<file path="src/rtl/fact_pkg.sv">
// Shared types and constants for the factorial scheduler.
// Optional watchdog: FACT_SCHED_TIMEOUT_EN.
package fact_pkg;

    localparam int FACT_W       = 8;
    localparam int FACT_MAX_ARG = 5;

    typedef enum logic [1:0] {
        IDLE,
        ISSUE,
        WAIT,
        RESP
    } fact_sched_state_t;

endpackage

</file>
<file path="src/rtl/rr_arbiter.sv">
// Combinational round-robin pick: the first set req bit at or above ptr,
// wrapping at N_REQ, returned as one-hot plus index.
module rr_arbiter #(
    parameter int N_REQ = 4,
    parameter int IDW   = $clog2(N_REQ)
) (
    input  logic [N_REQ-1:0] req,
    input  logic [IDW-1:0]   ptr,
    output logic [N_REQ-1:0] gnt,
    output logic [IDW-1:0]   idx,
    output logic             any
);

    logic [IDW:0]   sum;
    logic [IDW-1:0] cand;

    // Scan requesters starting at ptr; first hit wins.
    always_comb begin
        gnt  = '0;
        idx  = '0;
        any  = 1'b0;
        sum  = '0;
        cand = '0;
        for (int k = 0; k < N_REQ; k++) begin
            sum = {1'b0, ptr} + (IDW+1)'(k);
            if (sum >= (IDW+1)'(N_REQ))
                sum = sum - (IDW+1)'(N_REQ);
            cand = sum[IDW-1:0];
            if (!any && req[cand]) begin
                any       = 1'b1;
                gnt[cand] = 1'b1;
                idx       = cand;
            end
        end
    end

endmodule

</file>
<file path="src/rtl/fact_sched.sv">
// Round-robin scheduler sharing one factorial engine among N_REQ clients.
// Optional WAIT watchdog enabled by defining FACT_SCHED_TIMEOUT_EN.
module fact_sched
    import fact_pkg::*;
#(
    parameter int N_REQ       = 4,
    parameter int MAX_ARG     = FACT_MAX_ARG,
    parameter int TIMEOUT_CYC = 255
) (
    input  logic                     clk,
    input  logic                     rst_n,
    input  logic [N_REQ-1:0]         req,
    input  logic [N_REQ*8-1:0]       req_data,
    output logic [N_REQ-1:0]         gnt,
    output logic                     rsp_valid,
    input  logic                     rsp_ready,
    output logic [$clog2(N_REQ)-1:0] rsp_id,
    output logic [7:0]               rsp_data,
    output logic                     rsp_err,
    output logic                     busy,
    output logic                     eng_start,
    output logic [7:0]               eng_data,
    input  logic [7:0]               eng_out,
    input  logic                     eng_done
);

    localparam int IDW = $clog2(N_REQ);

    fact_sched_state_t state, state_d;

    logic [IDW-1:0]    rr_ptr;
    logic [IDW-1:0]    id_q;
    logic [FACT_W-1:0] op_q;
    logic              seen_low;

    logic [N_REQ-1:0]  arb_gnt;
    logic [IDW-1:0]    arb_idx;
    logic              arb_any;
    logic [FACT_W-1:0] win_op;
    logic              in_range;
    logic              take;
    logic              cap;

`ifdef FACT_SCHED_TIMEOUT_EN
    localparam int TMO_W = $clog2(TIMEOUT_CYC + 1);
    logic [TMO_W-1:0]  tmo_cnt;
    logic              tmo_hit;
`endif

    rr_arbiter #(
        .N_REQ (N_REQ),
        .IDW   (IDW)
    ) u_arb (
        .req (req),
        .ptr (rr_ptr),
        .gnt (arb_gnt),
        .idx (arb_idx),
        .any (arb_any)
    );

    // Select the winning requester's operand.
    always_comb begin
        win_op = '0;
        for (int k = 0; k < N_REQ; k++)
            if (arb_gnt[k])
                win_op = win_op | req_data[k*FACT_W +: FACT_W];
    end

    assign in_range = (int'(win_op) <= MAX_ARG);

    // State register.
    always_ff @(posedge clk or negedge rst_n) begin
        if (!rst_n) state <= IDLE;
        else        state <= state_d;
    end

    // Next state, engine-facing strobes and handshake outputs.
    always_comb begin
        state_d   = state;
        take      = 1'b0;
        cap       = 1'b0;
`ifdef FACT_SCHED_TIMEOUT_EN
        tmo_hit   = 1'b0;
`endif
        rsp_valid = 1'b0;
        busy      = (state != IDLE);
        eng_start = 1'b0;
        eng_data  = '0;
        unique case (state)
            IDLE: begin
                if (arb_any) begin
                    take    = 1'b1;
                    state_d = in_range ? ISSUE : RESP;
                end
            end
            ISSUE: begin
                eng_start = 1'b1;
                eng_data  = op_q;
                state_d   = WAIT;
            end
            WAIT: begin
                eng_data = op_q;
                if (eng_done && seen_low) begin
                    cap     = 1'b1;
                    state_d = RESP;
                end
`ifdef FACT_SCHED_TIMEOUT_EN
                else if (tmo_cnt == TMO_W'(TIMEOUT_CYC)) begin
                    tmo_hit = 1'b1;
                    state_d = RESP;
                end
`endif
            end
            RESP: begin
                rsp_valid = 1'b1;
                if (rsp_ready) state_d = IDLE;
            end
            default: state_d = IDLE;
        endcase
    end

    // Latch winner, track stale done, and hold the response fields.
    always_ff @(posedge clk or negedge rst_n) begin
        if (!rst_n) begin
            gnt      <= '0;
            rr_ptr   <= '0;
            id_q     <= '0;
            op_q     <= '0;
            seen_low <= 1'b0;
            rsp_data <= '0;
            rsp_err  <= 1'b0;
        end else begin
            gnt <= take ? arb_gnt : '0;
            if (take) begin
                rr_ptr   <= (arb_idx == IDW'(N_REQ-1)) ? '0 : arb_idx + IDW'(1);
                id_q     <= arb_idx;
                op_q     <= win_op;
                rsp_data <= '0;
                rsp_err  <= !in_range;
            end
            if (state == ISSUE)
                seen_low <= 1'b0;
            else if (state == WAIT && !eng_done)
                seen_low <= 1'b1;
            if (cap) begin
                rsp_data <= eng_out;
                rsp_err  <= 1'b0;
            end
`ifdef FACT_SCHED_TIMEOUT_EN
            if (tmo_hit) begin
                rsp_data <= '0;
                rsp_err  <= 1'b1;
            end
`endif
        end
    end

`ifdef FACT_SCHED_TIMEOUT_EN
    // Watchdog: cleared on issue, counts while waiting on the engine.
    always_ff @(posedge clk or negedge rst_n) begin
        if (!rst_n)              tmo_cnt <= '0;
        else if (state == ISSUE) tmo_cnt <= '0;
        else if (state == WAIT)  tmo_cnt <= tmo_cnt + TMO_W'(1);
    end
`endif

    assign rsp_id = id_q;

endmodule

</file>
<file path="config.mk">
export PLATFORM = sky130hd
export DESIGN_NAME = fact_sched
export DESIGN_NICKNAME = d
export VERILOG_FILES = /design/src/rtl/fact_pkg.sv /design/src/rtl/rr_arbiter.sv /design/src/rtl/fact_sched.sv
export SDC_FILE = /design/constraint.sdc
export NUM_CORES = 1
export LEC_CHECK = 0
export CAP_MARGIN = 20
export CORE_UTILIZATION = 45
export CTS_BUF_LIST = sky130_fd_sc_hd__clkbuf_8 sky130_fd_sc_hd__clkbuf_16
export DETAILED_ROUTE_END_ITERATION = 6
export GPL_TIMING_DRIVEN = 0
export PLACE_DENSITY = 0.81
export RECOVER_POWER = 25
export SLEW_MARGIN = 15
export SYNTH_ARGS = -nofsm -noshare
export SYNTH_HDL_FRONTEND = slang
export SYNTH_SLANG_ARGS = --single-unit
export TNS_END_PERCENT = 10
</file>
<file path="constraint.sdc">
create_clock -name clk -period 7.4 [get_ports clk]
set_input_delay 0.74 -clock clk [delete_from_list [all_inputs] [get_ports clk]]
set_output_delay 0.74 -clock clk [all_outputs]
set_load 0.05 [all_outputs]
</file>
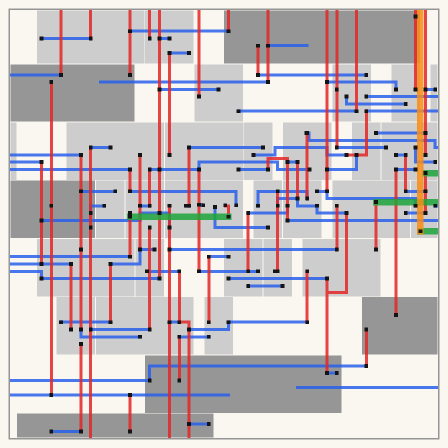
*Close-up of the layout, run 1*
Region (42, 7) to (62, 27) um. Cells in grey, sequential cells in the stronger grey; small squares are vias.
layer	colour
M4	orange
M2	red
M3	green
M1	blue
cells with their middle in the window	30
sequential cells in the window	3
most frequent	inv_1 (4), nand2_1 (4), o21ai_0 (4)

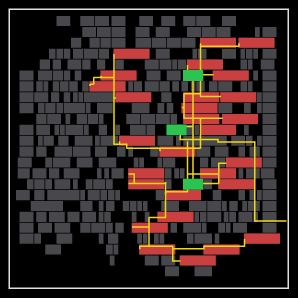
*Clock network drawn from the DEF, run 1*
Scale: 4 px per um.
[flip-flops] red | count: 28
[clock-net drivers] green | count: 3
[clock wires] yellow | length: 318 um
routed clock nets	4
Setup Skew: 0.00577 ns
Clk pwr share: 0.084

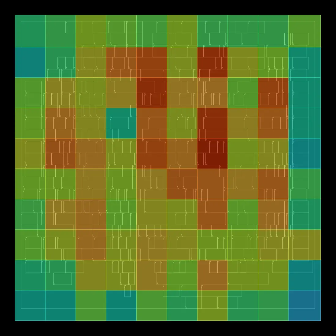
*Routing congestion map, run 1*
GRT busiest layer: met2
final core utilization: 0.667

## run 1: kinds of logic after synthesis
group | synth area share
DFF | 0.343
AOI/OAI and AO/OA | 0.260
and+or+nand+nor | 0.222
xor gates and xnor gates | 0.00428
adders and majority gates | 0.0612
muxes | 0.0373
buffers and inverters | 0.0728
## run 1: power groups by stage
stage / Combinational [mW] / Clock [mW] / Sequential [mW]
4_1_cts: 1.04 / 0.122 / 0.259
3_5_place_dp: 1.04 / 0 / 0.261
3_3_place_gp: 1.02 / 0 / 0.257
6_report: 1.03 / 0.119 / 0.258
5_1_grt: 1.12 / 0.129 / 0.268
2_1_floorplan: 0.639 / 0 / 0.366
## run 1: metal layers
layer	part of all wire	up-vias	wire, um
li1	-	991	-
met1	0.44	932	2250
met2	0.49	73	2520
met3	0.060	5	309
met4	0.0068	0	35
met5	0	-	0
==> qor.csv, run 1 <==
metric,value,unit
Routed WL,5120,um
clock sink count,28,
final worst slack,3.38,ns
ys cells,232,
Sw Ratio,0.511,
top cell category,logic gates,
CTS max path bufs,2,
min cycle time layout,4.02,ns
Floorplan Nets,290,
core box area,4350,um^2
Pleak,1.23,nW
fin area,2910,um^2
hold path endpoint,op_q[6]$_DFFE_PN0P_,
row cnt,24,
Fillers,379,
# H-tree levels,1,
CTS tree,done,
Post-CTS Setup Bufs,0,
largest net degree at the start of global routing,29,
FF-to-FF End,state[1]$_DFFE_PN0P_,
CP dominant cell by count,buf_6,
power share of the combinational group,0.733,
power per cell area,486,nW/um^2
clock buffers,3,
worst setup path endpoint,state[1]$_DFFE_PN0P_,
die width,69.4,um
hold crit path type,reg2reg,
"delay-heaviest family, CP",AND-OR/OR-AND gates,
hold buffers post-CTS,0,
WP buf/inv,4,
Synthesis Warnings,0,
tool warnings,34,
critical path startpoint category,flip-flop,
clock network area share,0.0245,
async set or reset register ratio after synthesis,1.00,
Inverters,14,
"Gates resized, CTS repair",0,
CTS root buf,clkbuf_8,
wire per inst,14.2,um
IO buf count,73,
"Slew Viols, Final",0,
"commonest non-fill, non-tap cells in the layout","72 x clkdlybuf4s50_1, 38 x nand2_1, 28 x dfrtp_1",
CP Data Arrival Time,4.17,ns
slowest cell delay on critical path,0.60,ns
met2 Resource Use GR,0.379,
Die ar.,4820,um^2
Worst Hold Launch,op_q[6]$_DFFE_PN0P_,
Synth Register Bits,28,
Worst Setup End Kind,flip-flop,
sequential power share,0.183,
DRT Pass-1 Iters,4,
status,"complete, no violations",
# setup viols final,0,
critical path depth,13,
period utilization,0.544,
Flops,28,
Global Route met3 Usage,0.0305,
Final Hold Fails,0,
kind of critical path,reg2reg,
Comb area share,0.411,
## Run 2: what changed since run 1
==> constraint.sdc (replaced) <==
create_clock -name clk -period 3.81 [get_ports clk]
set_input_delay 0.381 -clock clk [delete_from_list [all_inputs] [get_ports clk]]
set_output_delay 0.381 -clock clk [all_outputs]
set_load 0.05 [all_outputs]
==> qor.csv, run 2 <==
metric,value,unit,change
status,"complete, no violations",,
clock buffers,3,,unchanged
IO buf count,73,,unchanged
Die ar.,4820,um^2,unchanged
Post-Synth Adder-Cell Area,0.0612,,unchanged
critical path startpoint category,flip-flop,,
"Slew Viols, Final",0,,unchanged
XOR/XNOR Fraction of Synth Area,0.00428,,unchanged
CP dominant cell by count,buf_6,,
Sw Ratio,0.509,,-0.00244
final core utilization,0.674,,+0.00718
final worst slack,0.164,ns,-3.21 ns
critical path depth,14,,+1
power share of the combinational group,0.738,,+0.005
slowest cell delay on critical path,0.60,ns,about the same
hold crit path type,in2async,,
# H-tree levels,1,,unchanged
ys cells,232,,unchanged
period utilization,0.957,,+0.413
GRT busiest layer,met2,,
row cnt,24,,unchanged
Global Route met3 Usage,0.0305,,unchanged
Synth Register Bits,28,,unchanged
P_comb,2.08,mW,+100%
FF-to-FF End,state[1]$_DFFE_PN0P_,,
DRT Pass-1 Iters,4,,unchanged
and+or+nand+nor area frac,0.222,,unchanged
Floorplan Nets,290,,unchanged
Routed WL,5220,um,+2.0%
Synthesis Warnings,0,,unchanged
WP buf/inv,5,,+1
DR WL met3,293,um,-5.2%
top cell category,logic gates,,
Top Consumer,combinational logic,,
clock sink count,28,,unchanged
hold buffers post-CTS,0,,unchanged
Pleak,1.25,nW,+1.1%
die width,69.4,um,unchanged
"delay-heaviest family, CP",AND-OR/OR-AND gates,,
top layer in use,met4,,
CTS max path bufs,2,,unchanged
met2 Resource Use GR,0.379,,unchanged
Worst Setup End Kind,flip-flop,,
mux share,0.0373,,unchanged
area fraction in compound gates,0.260,,unchanged
power per cell area,958,nW/um^2,+97%
CTS root buf,clkbuf_8,,
largest net degree at the start of global routing,29,,unchanged
"Gates resized, CTS repair",1,,+1
Metal-1 WL,2280,um,+1.6%
Post-CTS Setup Bufs,0,,unchanged
wire per inst,14.4,um,+1.4%
## run 2: cell counts after synthesis
Identical to the previous run, type by type.
## run 2: worst max-delay path by stage
stage                      endpoint  slack (ns)
2_1_floorplan  state[1]$_DFFE_PN0P_        0.30
6_report       state[1]$_DFFE_PN0P_        0.16
3_5_place_dp   state[1]$_DFFE_PN0P_       -0.16
4_1_cts        state[1]$_DFFE_PN0P_       0.008
5_1_grt        state[1]$_DFFE_PN0P_       0.004
3_3_place_gp   state[1]$_DFFE_PN0P_        -0.1
## run 2: logic make-up after synthesis
logic type / Yosys count
adders and majority gates: 10
DFF: 28
xor gates and xnor gates: 1
AOI/OAI and AO/OA: 74
and+or+nand+nor: 85
muxes: 5
buffers and inverters: 29
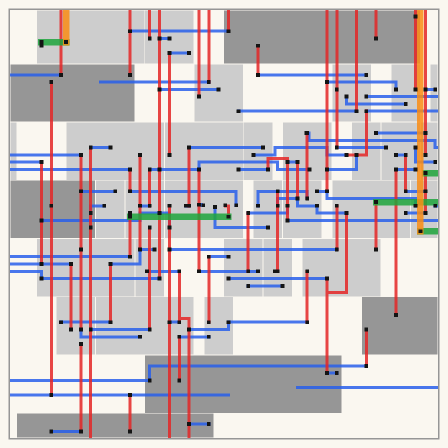
*Close-up of the layout, run 2*
Region (42, 7) to (62, 27) um. Cells in grey, sequential cells in the stronger grey; small squares are vias.
layer	colour
M2	red
M4	orange
M1	blue
M3	green
cells with their middle in the window	30
sequential cells in the window	3
most frequent	inv_1 (4), nand2_1 (4), o21ai_0 (4)

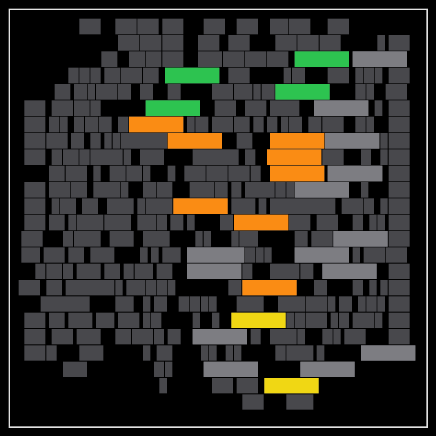
*Where the registers sit, run 2*
Scale: 6 px per um. Other sequential cells in the stronger grey, the rest of the logic in the fainter grey.
name in the netlist	colour	placed flops
gnt	green	4
state	yellow	2
op_q	orange	8
Seq group: 0.502 mW
Seq area share: 0.239

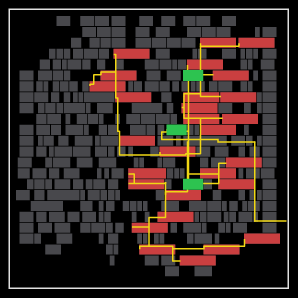
*Clock network drawn from the DEF, run 2*
Scale: 4 px per um.
[flip-flops] red | count: 28
[clock wires] yellow | length: 323 um
[clock-net drivers] green | count: 3
routed clock nets	4
Setup Skew: 0.00583 ns
worst skew pair latency: 0.28 ns
clk pwr: 0.233 mW
Clk pwr share: 0.083

### Routing congestion map, run 2

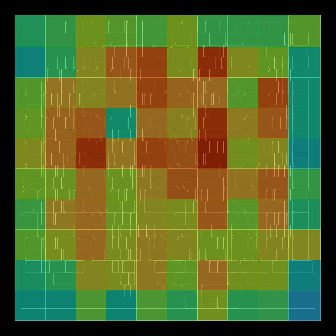

## Run 3: what changed since run 2
==> constraint.sdc (replaced) <==
create_clock -name clk -period 4.16 [get_ports clk]
set_input_delay 0.416 -clock clk [delete_from_list [all_inputs] [get_ports clk]]
set_output_delay 0.416 -clock clk [all_outputs]
set_load 0.05 [all_outputs]
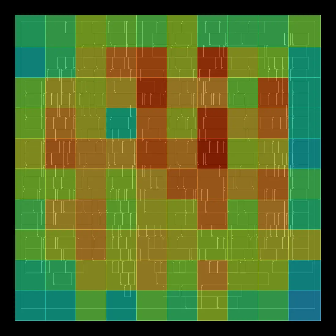
*Routing congestion map, run 3*
met1 Usage GRT: 0.293
met2 Resource Use GR: 0.379
wire per inst: 14.2 um
Global Route met3 Usage: 0.0305

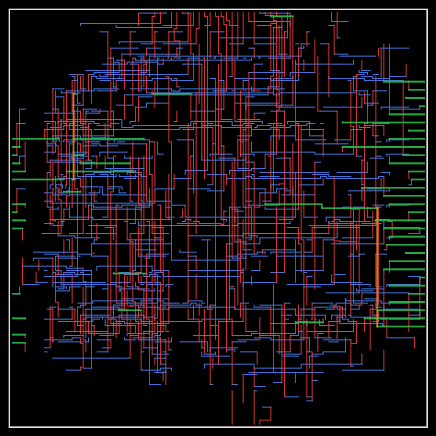
*Signal wires by layer, run 3*
Scale: 6 px per um.
layer	colour	wire length
M4	orange	34.0 um
M1	blue	2290 um
M2	red	2530 um
M3	green	290 um
Total GRT Usage: 0.220
vias: 2003
Routed WL: 5150 um

==> qor.csv, run 3 <==
metric,value,unit,change
final core utilization,0.669,,-0.00517
Metal-1 WL,2290,um,+0.22%
GRT busiest layer,met2,,
Syn Area/Cell,8.81,um^2,
power per cell area,866,nW/um^2,-9.6%
Post-synth EDFFs,0,,
Area leader share,0.343,,
"Gates resized, CTS repair",0,,-1
clock sink count,28,,unchanged
P&R area growth vs syn,42.5,%,
Rel. slew slack,0.0384,,
Post-Synth Adder-Cell Area,0.0612,,unchanged
Post-DP Area,2840,um^2,
Synth Register Bits,28,,unchanged
critical path startpoint category,flip-flop,,
post-synth cell types,63,,
Post-Syn Area,2040,um^2,
vias in the first global route,1862,,
Finished Layout Cells,362,,
WP buf/inv,4,,-1
I/O Pins,74,,
DRC Markers,0,,
grt ovf,0,,
first-pass GRT wire length,8670,um,
"Clk pin slew, worst setup/hold paths",0.10,ns,
cell taking the most area after synthesis,dfrtp_1,,
period utilization,0.913,,-0.0436
Floorplan Nets,290,,unchanged
Final #Nets,369,,
cell chain of the critical path,buf_6 -> clkbuf_2 -> inv_1 -> ha_1 -> buf_6 -> mux4_2 -> nand3b_1 -> o211ai_1 -> a222oi_1 -> nand2_1 -> nor4_2 -> o2111a_1 -> o22ai_2,,
top layer in use,met4,,
die width,69.4,um,unchanged
CP dominant cell by count,buf_6,,
Synth top cell by count,nand2_1,,
slowest cell delay on critical path,0.61,ns,about the same
FF-to-FF End,state[1]$_DFFE_PN0P_,,
worst path required time,4.31,ns,
DR WL met3,289,um,-1.4%
r2r setup slk,0.36,ns,
XOR/XNOR Fraction of Synth Area,0.00428,,unchanged
# setup viols final,0,,
area fraction in compound gates,0.260,,unchanged
"Chip Area, Yosys",2040,um^2,
gpl congestion,0.899,,
Worst Setup End Kind,flip-flop,,
Final Hold Fails,0,,
Total Power,2.52,mW,
# H-tree levels,1,,unchanged
Pleak,1.24,nW,-0.52%
proportion of layout cells with a drive suffix above 1,0.116,,
DRT Pass-1 Iters,4,,unchanged
largest net degree at the start of global routing,29,,unchanged
Hold Slack,0.460,ns,
max-cap violation count,0,,
"delay-heaviest family, CP",AND-OR/OR-AND gates,,
CTS root buf,clkbuf_8,,
tool warnings,34,,
CTS max path bufs,2,,unchanged
hold crit path type,in2async,,
min cycle time layout,3.80,ns,
placed cell count,357,,
Largest logic family,AND-OR/OR-AND gates,,
Detailed Place HPWL,4060,um,
initial antenna violation count,0,,
1st-iter DRT viols,89,,
critical path depth,13,,-1
IO buf count,73,,unchanged
Die ar.,4820,um^2,unchanged
Synth Seq Share,0.343,,
hold buffers post-CTS,0,,unchanged
Synthesis Warnings,0,,unchanged
Post-synth top cells,"38 x nand2_1, 28 x dfrtp_1, 25 x o21ai_0",,
mux share,0.0373,,unchanged
met2 routed WL,2530,um,
post-synthesis cell count,232,,
"Slew Viols, Final",0,,unchanged
die height,69.4,um,
final worst slack,0.361,ns,+0.197 ns
FF/Latch Area,701,um^2,
and+or+nand+nor area frac,0.222,,unchanged
async set or reset register ratio after synthesis,1.00,,
row cnt,24,,unchanged
ranking of synthesized cells by area,"dfrtp_1 34%, nand2_1 7.0%, ha_1 6.1%",,
status,"complete, no violations",,
Post-CTS Setup Bufs,0,,unchanged
worst setup path endpoint,state[1]$_DFFE_PN0P_,,
ys cells,232,,unchanged
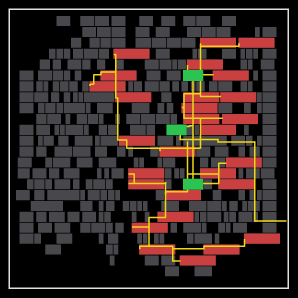
*Clock network drawn from the DEF, run 3*
Scale: 4 px per um.
[clock wires] yellow | length: 319 um
[flip-flops] red | count: 28
[clock-net drivers] green | count: 3
routed clock nets	4
worst skew pair latency: 0.27 ns
clk pwr: 0.212 mW
Setup Skew: 0.00549 ns
Clk pwr share: 0.084

[run 3: netlist changes by cell type in the layout (fill, tap and decap cells not counted), sizes merged]
cell	change
clkbuf	+1
buf	-2
[run 3: report_power, final]
| part | switching (mW) | leakage (nW) | total (mW) | internal [mW] |
|---|---|---|---|---|
| sequential | 0.0651 | 0.357 | 0.459 | 0.394 |
| clock | 0.0828 | 0.0357 | 0.212 | 0.129 |
| combinational | 1.14 | 0.847 | 1.85 | 0.716 |
[run 3: layout make-up]
cell class | instances | area share
Timing Repair Buffer | 74 | 0.251
Clock buffer | 3 | 0.0142
Inverter | 14 | 0.0180
Buffer | 15 | 0.0335
Tap cell | 52 | 0.0223
Sequential cell | 28 | 0.240
Clock inverter | 1 | 0.0103
Multi-Input combinational cell | 175 | 0.410
No activity file was given, so power comes from the tool's default toggle rates.
